--- config.mk ---
export PLATFORM = sky130hd
export DESIGN_NAME = word_aligner
export DESIGN_NICKNAME = d
export VERILOG_FILES = /design/src/rtl/wa_pkg.sv /design/src/rtl/comma_finder.sv /design/src/rtl/word_aligner.sv
export SDC_FILE = /design/constraint.sdc
export NUM_CORES = 1
export LEC_CHECK = 0
export ABC_AREA = 1
export CAP_MARGIN = 20
export CORE_MARGIN = 2
export CORE_UTILIZATION = 45
export CTS_BUF_LIST = sky130_fd_sc_hd__clkbuf_8
export CTS_CLUSTER_SIZE = 30
export DETAILED_ROUTE_END_ITERATION = 8
export PLACE_DENSITY = 0.66
export SLEW_MARGIN = 20
export SYNTH_ARGS = -nofsm -noshare
export SYNTH_HDL_FRONTEND = slang
export SYNTH_SLANG_ARGS = --single-unit
--- constraint.sdc ---
create_clock -name clk_1250Mhrz -period 2.8 [get_ports clk_1250Mhrz]
set_input_delay 0.28 -clock clk_1250Mhrz [delete_from_list [all_inputs] [get_ports clk_1250Mhrz]]
set_output_delay 0.28 -clock clk_1250Mhrz [all_outputs]
set_load 0.02 [all_outputs]
--- src/rtl/wa_pkg.sv ---
// Shared constants and state encoding for the K28.5 word aligner.
package wa_pkg;

    localparam int unsigned WORD_W = 10;
    localparam int unsigned WIN_W  = 2 * WORD_W;
    localparam int unsigned OFF_W  = 4;

    localparam logic [WORD_W-1:0] K28_5_P = 10'b0011111010;
    localparam logic [WORD_W-1:0] K28_5_N = 10'b1100000101;

    typedef logic [1:0] wa_state_t;

    localparam wa_state_t ST_HUNT   = 2'd0;
    localparam wa_state_t ST_VERIFY = 2'd1;
    localparam wa_state_t ST_LOCKED = 2'd2;

    function automatic logic is_comma(
        input logic [WORD_W-1:0] word,
        input logic [WORD_W-1:0] pat_p,
        input logic [WORD_W-1:0] pat_n
    );
        return (word == pat_p) || (word == pat_n);
    endfunction

endpackage

--- src/rtl/comma_finder.sv ---
// Combinational comma search over the ten 10-bit slices of a 20-bit window; lowest offset wins.
module comma_finder
    import wa_pkg::*;
#(
    parameter logic [WORD_W-1:0] COMMA_P = K28_5_P,
    parameter logic [WORD_W-1:0] COMMA_N = K28_5_N
) (
    input  logic [WIN_W-1:0] window,
    output logic             hit_c,
    output logic [OFF_W-1:0] hit_pos_c
);

    // The top window bit is never part of any slice (max slice is [18:9]).
    logic unused_msb;
    assign unused_msb = window[WIN_W-1];

    always_comb begin
        hit_c     = 1'b0;
        hit_pos_c = '0;
        for (int k = 0; k < int'(WORD_W); k++) begin
            if (!hit_c && is_comma(window[k +: WORD_W], COMMA_P, COMMA_N)) begin
                hit_c     = 1'b1;
                hit_pos_c = OFF_W'(k);
            end
        end
    end

endmodule

--- src/rtl/word_aligner.sv ---
// K28.5 word aligner: HUNT/VERIFY/LOCKED comma alignment of a 10-bit parallel stream.
// Optional loss-of-sync detection and los port are built when WA_LOS_DETECT_EN is defined.
module word_aligner
    import wa_pkg::*;
#(
    parameter logic [WORD_W-1:0] COMMA_P  = K28_5_P,
    parameter logic [WORD_W-1:0] COMMA_N  = K28_5_N,
    parameter int unsigned       LOCK_CNT = 3,
    parameter int unsigned       LOSS_CNT = 4
) (
    input  logic              clk_1250Mhrz,
    input  logic              rst,
    input  logic              din_valid,
    input  logic [WORD_W-1:0] din,
    output logic [WORD_W-1:0] dout,
    output logic              dout_valid,
    output logic              aligned,
    output logic [OFF_W-1:0]  align_pos,
`ifdef WA_LOS_DETECT_EN
    output logic              los,
`endif
    output logic              comma_det
);

    // One counter width covers both the lock and the loss thresholds.
    localparam int unsigned MAX_CNT = (LOCK_CNT > LOSS_CNT) ? LOCK_CNT : LOSS_CNT;
    localparam int unsigned CNT_W   = $clog2(MAX_CNT + 1);

    wa_state_t         state_q, state_d;
    logic [CNT_W-1:0]  cnt_q, cnt_d;
    logic [WORD_W-1:0] prev_q, prev_d;
    logic [OFF_W-1:0]  align_pos_q, align_pos_d;
    logic [WORD_W-1:0] dout_q, dout_d;
    logic              dout_valid_q, dout_valid_d;
    logic              aligned_q, aligned_d;
    logic              comma_det_q, comma_det_d;
`ifdef WA_LOS_DETECT_EN
    logic [CNT_W-1:0]  err_q, err_d;
    logic              los_q, los_d;
`endif

    logic [WIN_W-1:0]  window_c;
    logic              hit_c;
    logic [OFF_W-1:0]  hit_pos_c;
    logic [WORD_W-1:0] slice_c;

    assign window_c = {din, prev_q};

    comma_finder #(
        .COMMA_P (COMMA_P),
        .COMMA_N (COMMA_N)
    ) u_comma_finder (
        .window    (window_c),
        .hit_c     (hit_c),
        .hit_pos_c (hit_pos_c)
    );

    // Select the slice at the frozen alignment offset.
    always_comb begin
        slice_c = '0;
        for (int k = 0; k < int'(WORD_W); k++) begin
            if (align_pos_q == OFF_W'(k)) begin
                slice_c = window_c[k +: WORD_W];
            end
        end
    end

    always_comb begin
        state_d      = state_q;
        cnt_d        = cnt_q;
        prev_d       = prev_q;
        align_pos_d  = align_pos_q;
        dout_d       = dout_q;
        dout_valid_d = 1'b0;
        comma_det_d  = 1'b0;
`ifdef WA_LOS_DETECT_EN
        err_d        = err_q;
        los_d        = 1'b0;
`endif

        if (din_valid) begin
            prev_d = din;

            // Output follows the state held at the start of the cycle, so the lock cycle emits nothing.
            if (state_q == ST_LOCKED) begin
                dout_d       = slice_c;
                dout_valid_d = 1'b1;
                comma_det_d  = is_comma(slice_c, COMMA_P, COMMA_N);
            end

            case (state_q)
                ST_HUNT: begin
                    if (hit_c) begin
                        align_pos_d = hit_pos_c;
                        cnt_d       = CNT_W'(1);
                        state_d     = (cnt_d >= CNT_W'(LOCK_CNT)) ? ST_LOCKED : ST_VERIFY;
                    end
                end
                ST_VERIFY: begin
                    if (hit_c) begin
                        if (hit_pos_c == align_pos_q) begin
                            cnt_d = cnt_q + CNT_W'(1);
                        end else begin
                            align_pos_d = hit_pos_c;
                            cnt_d       = CNT_W'(1);
                        end
                        if (cnt_d >= CNT_W'(LOCK_CNT)) begin
                            state_d = ST_LOCKED;
                        end
                    end
                end
                ST_LOCKED: begin
`ifdef WA_LOS_DETECT_EN
                    if (hit_c) begin
                        err_d = (hit_pos_c != align_pos_q) ? err_q + CNT_W'(1) : '0;
                        if (err_d >= CNT_W'(LOSS_CNT)) begin
                            los_d   = 1'b1;
                            err_d   = '0;
                            cnt_d   = '0;
                            state_d = ST_HUNT;
                        end
                    end
`endif
                end
                default: begin
                    state_d = ST_HUNT;
                    cnt_d   = '0;
                end
            endcase
        end

        aligned_d = (state_d == ST_LOCKED);
    end

    always_ff @(posedge clk_1250Mhrz or negedge rst) begin
        if (!rst) begin
            state_q      <= ST_HUNT;
            cnt_q        <= '0;
            prev_q       <= '0;
            align_pos_q  <= '0;
            dout_q       <= '0;
            dout_valid_q <= 1'b0;
            aligned_q    <= 1'b0;
            comma_det_q  <= 1'b0;
`ifdef WA_LOS_DETECT_EN
            err_q        <= '0;
            los_q        <= 1'b0;
`endif
        end else begin
            state_q      <= state_d;
            cnt_q        <= cnt_d;
            prev_q       <= prev_d;
            align_pos_q  <= align_pos_d;
            dout_q       <= dout_d;
            dout_valid_q <= dout_valid_d;
            aligned_q    <= aligned_d;
            comma_det_q  <= comma_det_d;
`ifdef WA_LOS_DETECT_EN
            err_q        <= err_d;
            los_q        <= los_d;
`endif
        end
    end

    assign dout       = dout_q;
    assign dout_valid = dout_valid_q;
    assign aligned    = aligned_q;
    assign align_pos  = align_pos_q;
    assign comma_det  = comma_det_q;
`ifdef WA_LOS_DETECT_EN
    assign los        = los_q;
`endif

endmodule

route_heat.png
Bar = 20 um. The die is cut into 17 by 17 equal tiles; white is low, dark blue is high, scaled to the fullest tile. Values are wire area over tile area, all layers added.
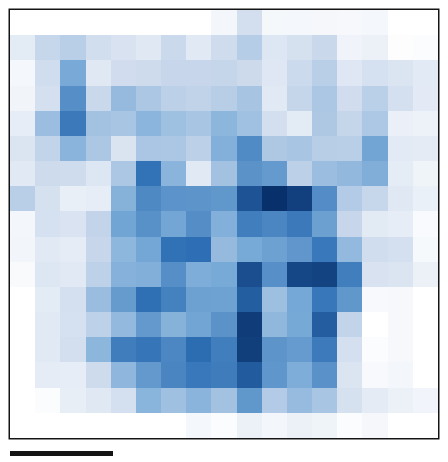
mean over tiles: 0.20
emptiest ninth of the die: north-east
tiles over half the peak: 24%

clock_nets.png
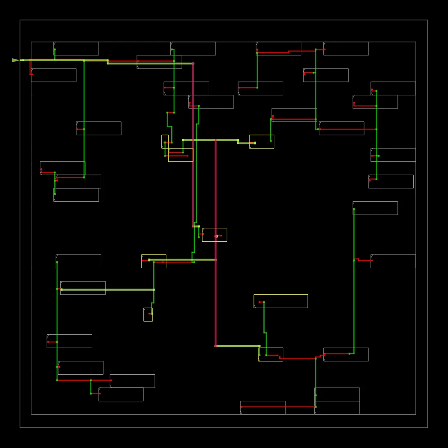
number of clock buffer instances in the layout: 5
CTS buffer count: 5

clock_wires.png
Bar = 20 um.
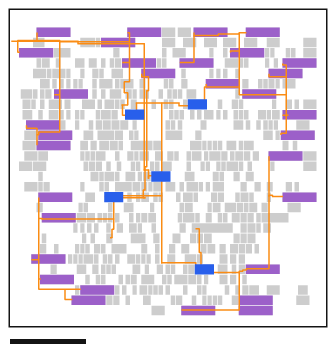
[clock wires] orange | length: 581 um
[flip-flops] purple | count: 32
[clock-net drivers] blue | count: 5
routed clock nets: 6
flops lie: widely spread

closeup.png
Window x 22 to 62, y 22 to 62 um. Cells in gray, sequential cells in the stronger gray; small squares are vias.
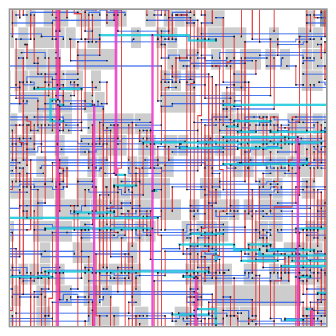
| layer | color |
|---|---|
| M4 | magenta |
| M2 | red |
| M3 | cyan |
| M1 | blue |
sequential cells in the window: 0
cells with their middle in the window: 181
most frequent: nand2_1 (35), nor2_1 (30), inv_1 (21)

==> results.md <==
| Group | Parameter | Value |
|:---|:---|:---|
| outcome | Status | complete, no violations |
| power and ir drop | Leakage component of the power | 1.60 nW |
| worst setup path | Cell family contributing the most delay on the critical path | simple AND/OR/NAND/NOR gates |
| placed design | Cell count after placement | 547 |
| grt | First-pass GRT wire length | 14500 um |
| sta | Worst Tran Pin Value | 578 ps |
| layout | Logic inverters | 60 |
| layout | Fraction of area in clock buffers and inverters | 3.22% |
| power and ir drop | Reg power frac | 30.4% |
| power and ir drop | Power density of the placed cells | 585 mW/mm^2 |
| route | Post-detailed-routing wire length | 8580 um |
| route | Vias per cell | 5.72 |
| power and ir drop | Largest vdd supply drop | 0.254 mV |
| route | Drt drc | 0 |
| sta | Clock skew after layout | 5.87 ps |
| floorplanning | Overall chip area | 0.00695 sq mm |
| layout | Proportion of final cell area spent on non-clock buffers | 12.5% |
| worst setup path | Worst setup SP type | flop |
| synthesis | Post-synth top area share | 28.2% |
| synthesis | Count of warnings emitted by yosys | 0 |
| synthesis | Register bit total from synthesis | 32 |
| sta | Final critical delay including setup and external delays | 2500 ps |
| worst setup path | Critical Path Sink Type | flop |
| worst setup path | Capture point of the worst path | align_pos[1]$_DFFE_PN0P_ |
| floorplanning | Die X-Extent | 83.4 um |
| synthesis | Commonest flop | sky130_fd_sc_hd__dfrtp_1 |
| layout | Final cell utilization of the core | 55.8% |
| floorplanning | I/O pins | 30 |
| worst setup path | Cell with the most instances on the worst path | sky130_fd_sc_hd__nand2_1 |
| worst setup path | Buffer-and-inverter tally for the worst setup path | 2 |
| grt | GR peak layer | met2 |
| synthesis | Yosys aoi share | 21.4% |
| power and ir drop | Net load switching power | 0.860 mW |
| grt | Global routing usage on met2 | 43.6% |
| placed design | Final estimated routing congestion in global placement | 1.04 |
| synthesis | Largest cells by area after synthesis | sky130_fd_sc_hd__dfrtp_1 (28%), sky130_fd_sc_hd__nand2_1 (14%), sky130_fd_sc_hd__nor2_1 (9.4%) |
| synthesis | Seq/Total Area, Yosys | 28.2% |
| worst setup path | Critical path fanouts, max | 13 |
| layout | Diodes inserted | 0 |
| sta | Final hold slack | 399 ps |
| sta | Final WS setup | 296 ps |
| layout | Top logic cell by instance count in the layout | sky130_fd_sc_hd__nand2_1 |
| worst setup path | Path length in cells of the critical path | 17 |
| floorplanning | Floorplan die height | 83.4 um |
| synthesis | Post-synthesis xor/xnor area fraction | 0.927% |
| worst setup path | Start point of the critical path | prev_q[9]$_DFFE_PN0P_ |
| worst setup path | Register-to-register setup slack | 300 ps |
| run | Tool warning count | 26 |
| synthesis | Synthesized area per cell | 6.36 sq um |
| layout | Final Cell Area | 0.00334 sq mm |
| layout | Logic gate fraction of the total cell area | 50.8% |
| route | Iteration-0 DRC Markers | 404 |
| layout | Multi-input gate area in the final layout | 0.00170 sq mm |
| layout | Count of filler cells inserted in the layout | 629 |
| power and ir drop | Group drawing the most power | combinational cells |
| grt | Remaining Overflow, GRT | 0 |
| layout | Non-clk bufs | 44 |
| power and ir drop | Total design power | 1.96 mW |
| clock tree | H-Tree Level Count | 2 |
| route | Highest metal used | met4 |
| synthesis | Area of the mapped netlist | 0.00284 sq mm |
Power and IR drop assume default switching activity.
